## src/rtl/uart_byte_tx_pkg.sv

```systemverilog
// Shared UART definitions: line-state encoding, default clocking and the bit-period derivation,
// kept here so a future receiver can reuse them.
package uart_byte_tx_pkg;

   localparam int DEF_CLK_FREQ_HZ = 50_000_000;
   localparam int DEF_BAUD        = 115200;

   typedef enum logic [1:0] {
      IDLE  = 2'd0,
      START = 2'd1,
      DATA  = 2'd2,
      STOP  = 2'd3
   } tx_state_t;

   // Integer division; the truncation error is the caller's baud tolerance budget.
   function automatic int clks_per_bit(input int clk_freq_hz, input int baud);
      return clk_freq_hz / baud;
   endfunction

endpackage

```

## src/rtl/uart_byte_tx_if.sv

```systemverilog
// Byte request / busy handshake between the packet sender (master) and the UART transmitter (slave).
interface uart_byte_tx_if;

   logic       transmit;
   logic [7:0] tx_byte;
   logic       is_transmitting;
   logic       tx_overrun;

   modport master (
      output transmit,
      output tx_byte,
      input  is_transmitting,
      input  tx_overrun
   );

   modport slave (
      input  transmit,
      input  tx_byte,
      output is_transmitting,
      output tx_overrun
   );

endinterface

```

## src/rtl/uart_byte_tx_baud_tick_gen.sv

```systemverilog
// Bit-period divider: counts 0..CLKS_PER_BIT-1 and pulses bit_tick on the terminal count.
// clear restarts the count so the next period is full width; no backpressure.
module baud_tick_gen #(
   parameter int CLKS_PER_BIT = 434
) (
   input  logic clk,
   input  logic rst_n,
   input  logic clear,
   output logic bit_tick
);

   localparam int            CW      = (CLKS_PER_BIT > 1) ? $clog2(CLKS_PER_BIT) : 1;
   localparam logic [CW-1:0] CNT_MAX = CW'(CLKS_PER_BIT - 1);

   logic [CW-1:0] baud_cnt;

   always_ff @(posedge clk or negedge rst_n) begin
      if (!rst_n) begin
         baud_cnt <= '0;
      end else if (clear || (baud_cnt == CNT_MAX)) begin
         baud_cnt <= '0;
      end else begin
         baud_cnt <= baud_cnt + CW'(1);
      end
   end

   assign bit_tick = !clear && (baud_cnt == CNT_MAX);

endmodule

```

## src/rtl/uart_byte_tx.sv

```systemverilog
// 8N1 byte serialiser: request to busy/start bit in 1 cycle, frame (9+STOP_BITS)*CLKS_PER_BIT cycles.
// Busy back-pressures the sender; requests seen while busy are dropped and flagged in sticky tx_overrun.
module uart_byte_tx
   import uart_byte_tx_pkg::*;
#(
   parameter int CLK_FREQ_HZ  = DEF_CLK_FREQ_HZ,
   parameter int BAUD         = DEF_BAUD,
   parameter int CLKS_PER_BIT = clks_per_bit(CLK_FREQ_HZ, BAUD),
   parameter int STOP_BITS    = 1
) (
   input  logic             clk,
   input  logic             rst_n,
   uart_byte_tx_if.slave    bus,
   output logic             tx
);

   localparam logic [2:0] LAST_DATA_BIT = 3'd7;
   localparam logic [2:0] LAST_STOP_BIT = 3'(STOP_BITS - 1);

   tx_state_t  state_q, state_d;
   logic [7:0] shift_q, shift_d;
   logic [2:0] bit_cnt_q, bit_cnt_d;
   logic       tx_q, tx_d;
   logic       busy_q, busy_d;
   logic       ovr_q, ovr_d;
   logic       clear;
   logic       bit_tick;

   baud_tick_gen #(
      .CLKS_PER_BIT (CLKS_PER_BIT)
   ) u_baud (
      .clk      (clk),
      .rst_n    (rst_n),
      .clear    (clear),
      .bit_tick (bit_tick)
   );

   always_ff @(posedge clk or negedge rst_n) begin
      if (!rst_n) begin
         state_q   <= IDLE;
         shift_q   <= '0;
         bit_cnt_q <= '0;
         tx_q      <= 1'b1;
         busy_q    <= 1'b0;
         ovr_q     <= 1'b0;
      end else begin
         state_q   <= state_d;
         shift_q   <= shift_d;
         bit_cnt_q <= bit_cnt_d;
         tx_q      <= tx_d;
         busy_q    <= busy_d;
         ovr_q     <= ovr_d;
      end
   end

   always_comb begin
      state_d   = state_q;
      shift_d   = shift_q;
      bit_cnt_d = bit_cnt_q;
      tx_d      = tx_q;
      busy_d    = busy_q;
      ovr_d     = ovr_q;
      clear     = 1'b0;

      if (bus.transmit && (busy_q || (state_q != IDLE))) begin
         ovr_d = 1'b1;
      end

      case (state_q)
         IDLE: begin
            if (bus.transmit) begin
               shift_d   = bus.tx_byte;
               bit_cnt_d = '0;
               tx_d      = 1'b0;
               busy_d    = 1'b1;
               clear     = 1'b1;
               state_d   = START;
            end
         end
         START: begin
            if (bit_tick) begin
               tx_d      = shift_q[0];
               bit_cnt_d = '0;
               state_d   = DATA;
            end
         end
         DATA: begin
            if (bit_tick) begin
               if (bit_cnt_q == LAST_DATA_BIT) begin
                  tx_d      = 1'b1;
                  bit_cnt_d = '0;
                  state_d   = STOP;
               end else begin
                  // Present the next bit in the same edge that retires the current one.
                  shift_d   = shift_q >> 1;
                  tx_d      = shift_q[1];
                  bit_cnt_d = bit_cnt_q + 3'd1;
               end
            end
         end
         STOP: begin
            if (bit_tick) begin
               if (bit_cnt_q == LAST_STOP_BIT) begin
                  busy_d    = 1'b0;
                  bit_cnt_d = '0;
                  state_d   = IDLE;
               end else begin
                  bit_cnt_d = bit_cnt_q + 3'd1;
               end
            end
         end
         default: begin
            tx_d    = 1'b1;
            busy_d  = 1'b0;
            state_d = IDLE;
         end
      endcase
   end

   assign tx                  = tx_q;
   assign bus.is_transmitting = busy_q;
   assign bus.tx_overrun      = ovr_q;

endmodule

```

## src/flat_wrapper.sv

```systemverilog
// flat-port wrapper written by rule: the top's interface ports become plain ports
module uart_byte_tx_flat import uart_byte_tx_pkg::*;
#(
   parameter int CLK_FREQ_HZ  = DEF_CLK_FREQ_HZ,
   parameter int BAUD         = DEF_BAUD,
   parameter int CLKS_PER_BIT = clks_per_bit(CLK_FREQ_HZ, BAUD),
   parameter int STOP_BITS    = 1
)
  (clk, rst_n, tx, bus_transmit, bus_tx_byte, bus_is_transmitting, bus_tx_overrun);
  uart_byte_tx_if bus_i ();
  input  logic clk;
  input  logic rst_n;
  output logic tx;
  input wire logic [$bits(bus_i.transmit)-1:0] bus_transmit;
  input wire logic [$bits(bus_i.tx_byte)-1:0] bus_tx_byte;
  output wire logic [$bits(bus_i.is_transmitting)-1:0] bus_is_transmitting;
  output wire logic [$bits(bus_i.tx_overrun)-1:0] bus_tx_overrun;
  assign bus_i.transmit = bus_transmit;
  assign bus_i.tx_byte = bus_tx_byte;
  assign bus_is_transmitting = bus_i.is_transmitting;
  assign bus_tx_overrun = bus_i.tx_overrun;
  uart_byte_tx #(.CLK_FREQ_HZ(CLK_FREQ_HZ), .BAUD(BAUD), .CLKS_PER_BIT(CLKS_PER_BIT), .STOP_BITS(STOP_BITS)) u_core (.clk(clk), .rst_n(rst_n), .bus(bus_i), .tx(tx));
endmodule
```

## config.mk

```make
export PLATFORM = sky130hd
export DESIGN_NAME = uart_byte_tx_flat
export DESIGN_NICKNAME = d
export VERILOG_FILES = /design/src/rtl/uart_byte_tx_pkg.sv /design/src/rtl/uart_byte_tx_if.sv /design/src/rtl/uart_byte_tx_baud_tick_gen.sv /design/src/rtl/uart_byte_tx.sv /design/src/flat_wrapper.sv
export SDC_FILE = /design/constraint.sdc
export NUM_CORES = 1
export LEC_CHECK = 0
export ABC_AREA = 1
export CORE_MARGIN = 3
export CORE_UTILIZATION = 50
export DETAILED_ROUTE_END_ITERATION = 10
export PLACE_DENSITY = 0.8
export SYNTH_ARGS = -nofsm -noshare
export SYNTH_HDL_FRONTEND = slang
export SYNTH_SLANG_ARGS = --single-unit
```

## constraint.sdc

```tcl
create_clock -name clk -period 2.2 [get_ports clk]
set_input_delay 0.44 -clock clk [delete_from_list [all_inputs] [get_ports clk]]
set_output_delay 0.44 -clock clk [all_outputs]
set_load 0.02 [all_outputs]
```

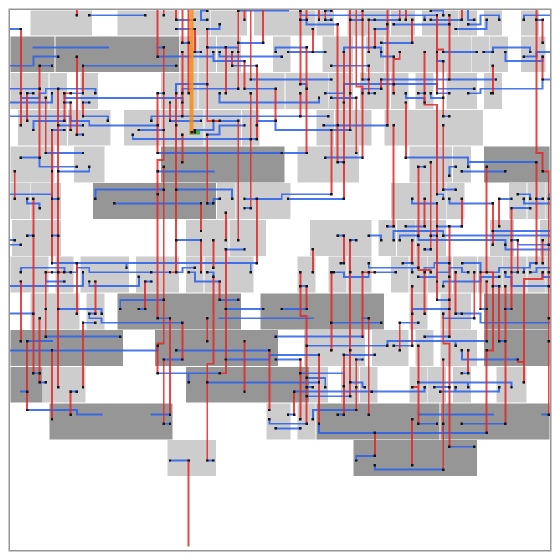
(run_1/closeup.png)
Window x 10 to 50, y 0 to 40 um. Cells in gray, sequential cells in the stronger gray; small squares are vias.
legend:
  M3:
    color: green
  M2:
    color: red
  M1:
    color: blue
  M4:
    color: orange
sequential cells in the window: 15
netlist names of flops here include: `u_core.u_baud.baud_cnt` (9), `u_core.shift_q` (6)
cells with their middle in the window: 115
most frequent: nand2_1 (27), dfrtp_1 (15)

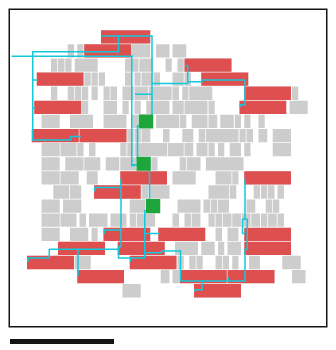
(run_1/clock_wires.png)
Bar = 20 um.
legend:
  flip-flops:
    color: red
    count: 25
  clock-net drivers:
    color: green
    count: 3
  clock wires:
    color: cyan
    length: 295 um
flops lie: widely spread
clock power share: 29.7%
Worst Clk Skew: 9.30 ps

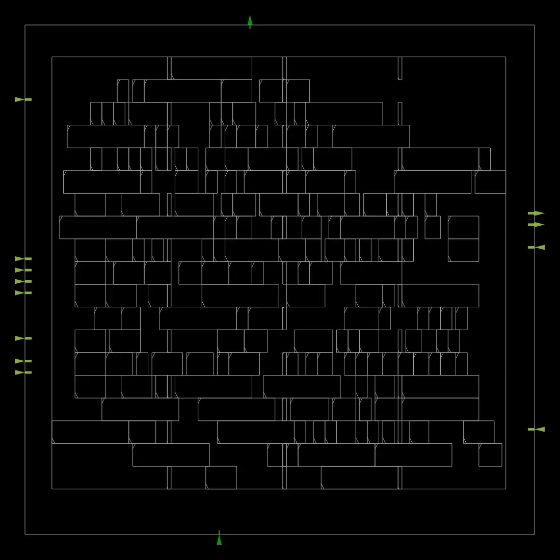
(run_1/placed.png)
filler instances: 249
FFs & Latches: 25
flop share of the area: 36.8%
utilization after layout: 60.7%

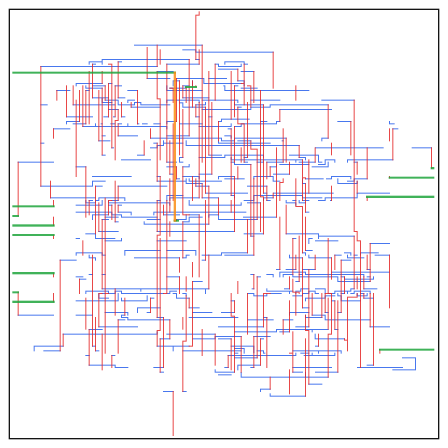
(run_1/layers.png)
legend:
  M2:
    color: red
    wire_length: 1210 um
  M3:
    color: green
    wire_length: 78.2 um
  M1:
    color: blue
    wire_length: 1170 um
  M4:
    color: orange
    wire_length: 21.1 um
WL per Instance: 11.3 um
Vias: 1111
Tot GR Track Use: 16.0%
drt total wl: 2490 um

==> impl_metrics.tcl, run 1 <==
# flow metrics
set metrics [dict create \
    signal_buffers 15 \
    edf_count 0 \
    required_ps 1760 \
    syn-cell-area_um2 1510 \
    drv_slew 0 \
    path_cells "clkdlybuf4s50_1" \
    syn-num-nets 193 \
    drtIter0Drc 28 \
    syn_avg_cell_area_um2 8.82 \
    fp_util_pct 53.8 \
    grtUsageMet1_pct 21.5 \
    comb_share_pct 46.3 \
    core_um2 2810 \
    areaGrowthSynthToFinish_pct 12.9 \
    clock_buffers 3 \
    whs_ps 463 \
    status "completed" \
    placed_cells 215 \
    nonClkBufAreaFrac_pct 8.52 \
    finalPower_uw 710 \
    cp_max_fo 2 \
    synth.cellmix.simpleShare_pct 28.9 \
    p_clk_uw 211 \
    mux_share_pct 3.98 \
    endpoint_kind "primary output" \
    top_area_cell "dfrtp_1" \
    cp-start-kind "register" \
    regArea_um2 627 \
    largest_reg_flops 9 \
    layout.cells.most_common "nand2_1" \
    postPlaceCellArea_um2 1670 \
    cts_setup_buffers 0 \
    fin_ws_ps 294 \
    endpoint "tx" \
    numCtsBuffers 3 \
    dp_slack_ps 454 \
    hold_path_class "in2async" \
    cp_slowest_stage_delay_ps 600 \
    crit_path_top_delay_cell "clkdlybuf4s50_1" \
    cts_max_level 1 \
    cts_hold_buffers 0 \
    compound_area_share_pct 9.62 \
    n_tap_cell 31 \
    logic_area_um2 788 \
    inverters 20 \
    grt_setup_unrepaired "no" \
    cts_sinks 25 \
    r2r-start "u_core.state_q[0]" \
    cap_viol_max_count 0 \
    ant_nets 0 \
    clk-insertion-delay-late_ps 320 \
    p_seq_uw 462 \
    drtPass1Iterations 4 \
    ys.flop_type "dfrtp_1" \
    drt-met1-wl_um 1170 \
    grt_max_degree 26 \
    die_width_um 60.9 \
    grt-busiest-layer "met2" \
    cts_root_buffer "clkbuf_4" \
    finalHoldViolCount 0 \
    yosys-top-cells-count "45 x nand2_1, 24 x dfrtp_1, 16 x inv_1" \
    r2r_end "u_core.shift_q[7]" \
    synth-seq-cells 25 \
    rows 19 \
    ys_seq_share_pct 41.5 \
    grt_pass1_vias 1078 \
    cts_resized 0 \
    setup_tns_ps 0 \
    die_h_um 60.9 \
    synthArstFlopShare_pct 100 \
    synth_cell_types 30 \
    antenna_found_initial 0 \
    relSlewSlack_pct 78.5 \
    synth_top_cell_by_count "nand2_1" \
    ys_sh_adder_pct 9.12 \
    drc_errors 0 \
    logic_family "simple AND/OR/NAND/NOR gates" \
    reg_top3 "u_core.u_baud.baud_cnt (9), u_core.shift_q (8), u_core.bit_cnt_q (3)" \
    die_area_um2 3710 \
    clkCellAreaFrac_pct 1.76 \
    top_layer "met4" \
    p_int_uw 552 \
    worst-path-buf-inv 1 \
    min_period_over_period_pct 86.6 \
    syn-instance-count 171 \
    p_leak_nw 0.815 \
    comb_cells 124 \
    max_freq_ghz 0.525 \
    worst_pin_slew_ps 319 \
    top_cells_by_area "dfrtp_1 40%, nand2_1 11%, ha_1 9.1%, o21ai_2 5.8%, mux2i_1 4.0%" \
    dominant_cells "combinational gates" \
    clk_path_buf_depth 2 \
    power_combinational_uw 37.9 \
    final_nets 211 \
]
==> run 2, diff against run 1 <==
Settings changed: CTS_CLUSTER_DIAMETER from default to 60.
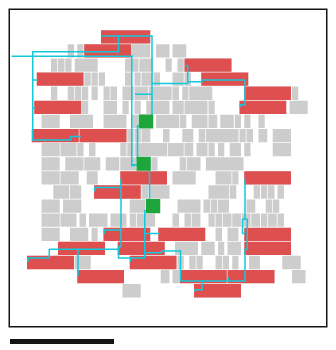
(run_2/clock_wires.png)
Bar = 20 um.
legend:
  flip-flops:
    color: red
    count: 25
  clock wires:
    color: cyan
    length: 295 um
  clock-net drivers:
    color: green
    count: 3
flops lie: widely spread
P_clk: 211 uW
Latency at later pin: 320 ps

==> run 2 against run 1 <==
Effect of this change: wire length unchanged; final cell count did not move; sequential power about the same; synthesized area stayed put; combinational power barely moved; fmax is the same; critical path depth did not move; critical endpoint unchanged.
==> impl_metrics.tcl, run 2 <==
# flow metrics
set metrics [dict create \
    status "completed" \
    post-route-min-period_ps 1910 \
    clock_buffers 3 \
    worst_pin_slew_ps 319 \
    placed_cells 215 \
    ys_seq_share_pct 41.5 \
    reg_top3 "u_core.u_baud.baud_cnt (9), u_core.shift_q (8), u_core.bit_cnt_q (3)" \
    grtUsageTotal_pct 16.0 \
    drv_slew 0 \
    r2r_end "u_core.shift_q[7]" \
    place.detailed.hpwl_um 1960 \
    finalHoldViolCount 0 \
    min_period_over_period_pct 86.6 \
    grt_pass1_vias 1078 \
    grt-busiest-layer "met2" \
    synth-seq-cells 25 \
    hold_path_class "in2async" \
    ant_nets 0 \
    endpoint_kind "primary output" \
    power_combinational_uw 37.9 \
    die_width_um 60.9 \
    nonClkBufAreaFrac_pct 8.52 \
    top_area_cell "dfrtp_1" \
    areaGrowthSynthToFinish_pct 12.9 \
    grt_max_degree 26 \
    cts_resized 0 \
    cts_setup_buffers 0 \
    utilization_pct 60.7 \
    yosys-top-cells-count "45 x nand2_1, 24 x dfrtp_1, 16 x inv_1" \
    crit_path_top_delay_cell "clkdlybuf4s50_1" \
    p_int_uw 552 \
    logic_area_um2 788 \
    layout.cells.most_common "nand2_1" \
    regArea_um2 627 \
    fillers 249 \
    drtIter0Drc 28 \
    cts_sinks 25 \
    relSlewSlack_pct 78.5 \
    routed_wl_um 2490 \
    syn-num-nets 193 \
    avgRoutedWirePerCell_um 11.3 \
    antenna_found_initial 0 \
    setup_tns_ps 0 \
    cts_root_buffer "clkbuf_4" \
    p_leak_nw 0.815 \
    core_um2 2810 \
    dominant_cells "combinational gates" \
    syn_avg_cell_area_um2 8.82 \
    ys_sh_adder_pct 9.12 \
    die_h_um 60.9 \
    clkCellAreaFrac_pct 1.76 \
    drt-met1-wl_um 1170 \
    cp-start-kind "register" \
    top_layer "met4" \
    portBuffers 13 \
    finalPower_uw 710 \
    cp_slowest_stage_delay_ps 600 \
    numCtsBuffers 3 \
    vias 1111 \
    rows 19 \
    grtUsageMet1_pct 21.5 \
    clk_path_buf_depth 2 \
    seq_share_pct 36.8 \
    synthArstFlopShare_pct 100 \
    final_nets 211 \
    cp_max_fo 2 \
    comb_power_share_pct 5.3 \
    largest_reg_flops 9 \
    skew_ps 9.30 \
    ys.flop_type "dfrtp_1" \
    signal_buffers 15 \
    cts_max_level 1 \
    logic_family "simple AND/OR/NAND/NOR gates" \
    mux_share_pct 3.98 \
    cts_tree "yes" \
    synth.cellmix.simpleShare_pct 28.9 \
    comb_cells 124 \
    die_area_um2 3710 \
    max_freq_ghz 0.525 \
    synth_top_cell_by_count "nand2_1" \
    dp_slack_ps 454 \
    pwr-share-clk_pct 29.7 \
    cap_viol_max_count 0 \
    worst-path-buf-inv 1 \
    n_tap_cell 31 \
    required_ps 1760 \
    r2r-start "u_core.state_q[0]" \
    path_cells "clkdlybuf4s50_1" \
    p_seq_uw 462 \
    postPlaceCellArea_um2 1670 \
    syn-cell-area_um2 1510 \
    fin_ws_ps 294 \
    drc_errors 0 \
    whs_ps 463 \
    comb_share_pct 46.3 \
    syn-instance-count 171 \
    fp_util_pct 53.8 \
]
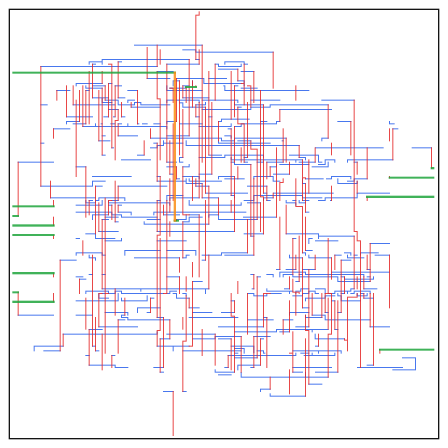
(run_2/layers.png)
legend:
  M3:
    color: green
    wire_length: 78.2 um
  M2:
    color: red
    wire_length: 1210 um
  M4:
    color: orange
    wire_length: 21.1 um
  M1:
    color: blue
    wire_length: 1170 um

Power figures rest on the tool's default switching activity, not on a simulated workload.
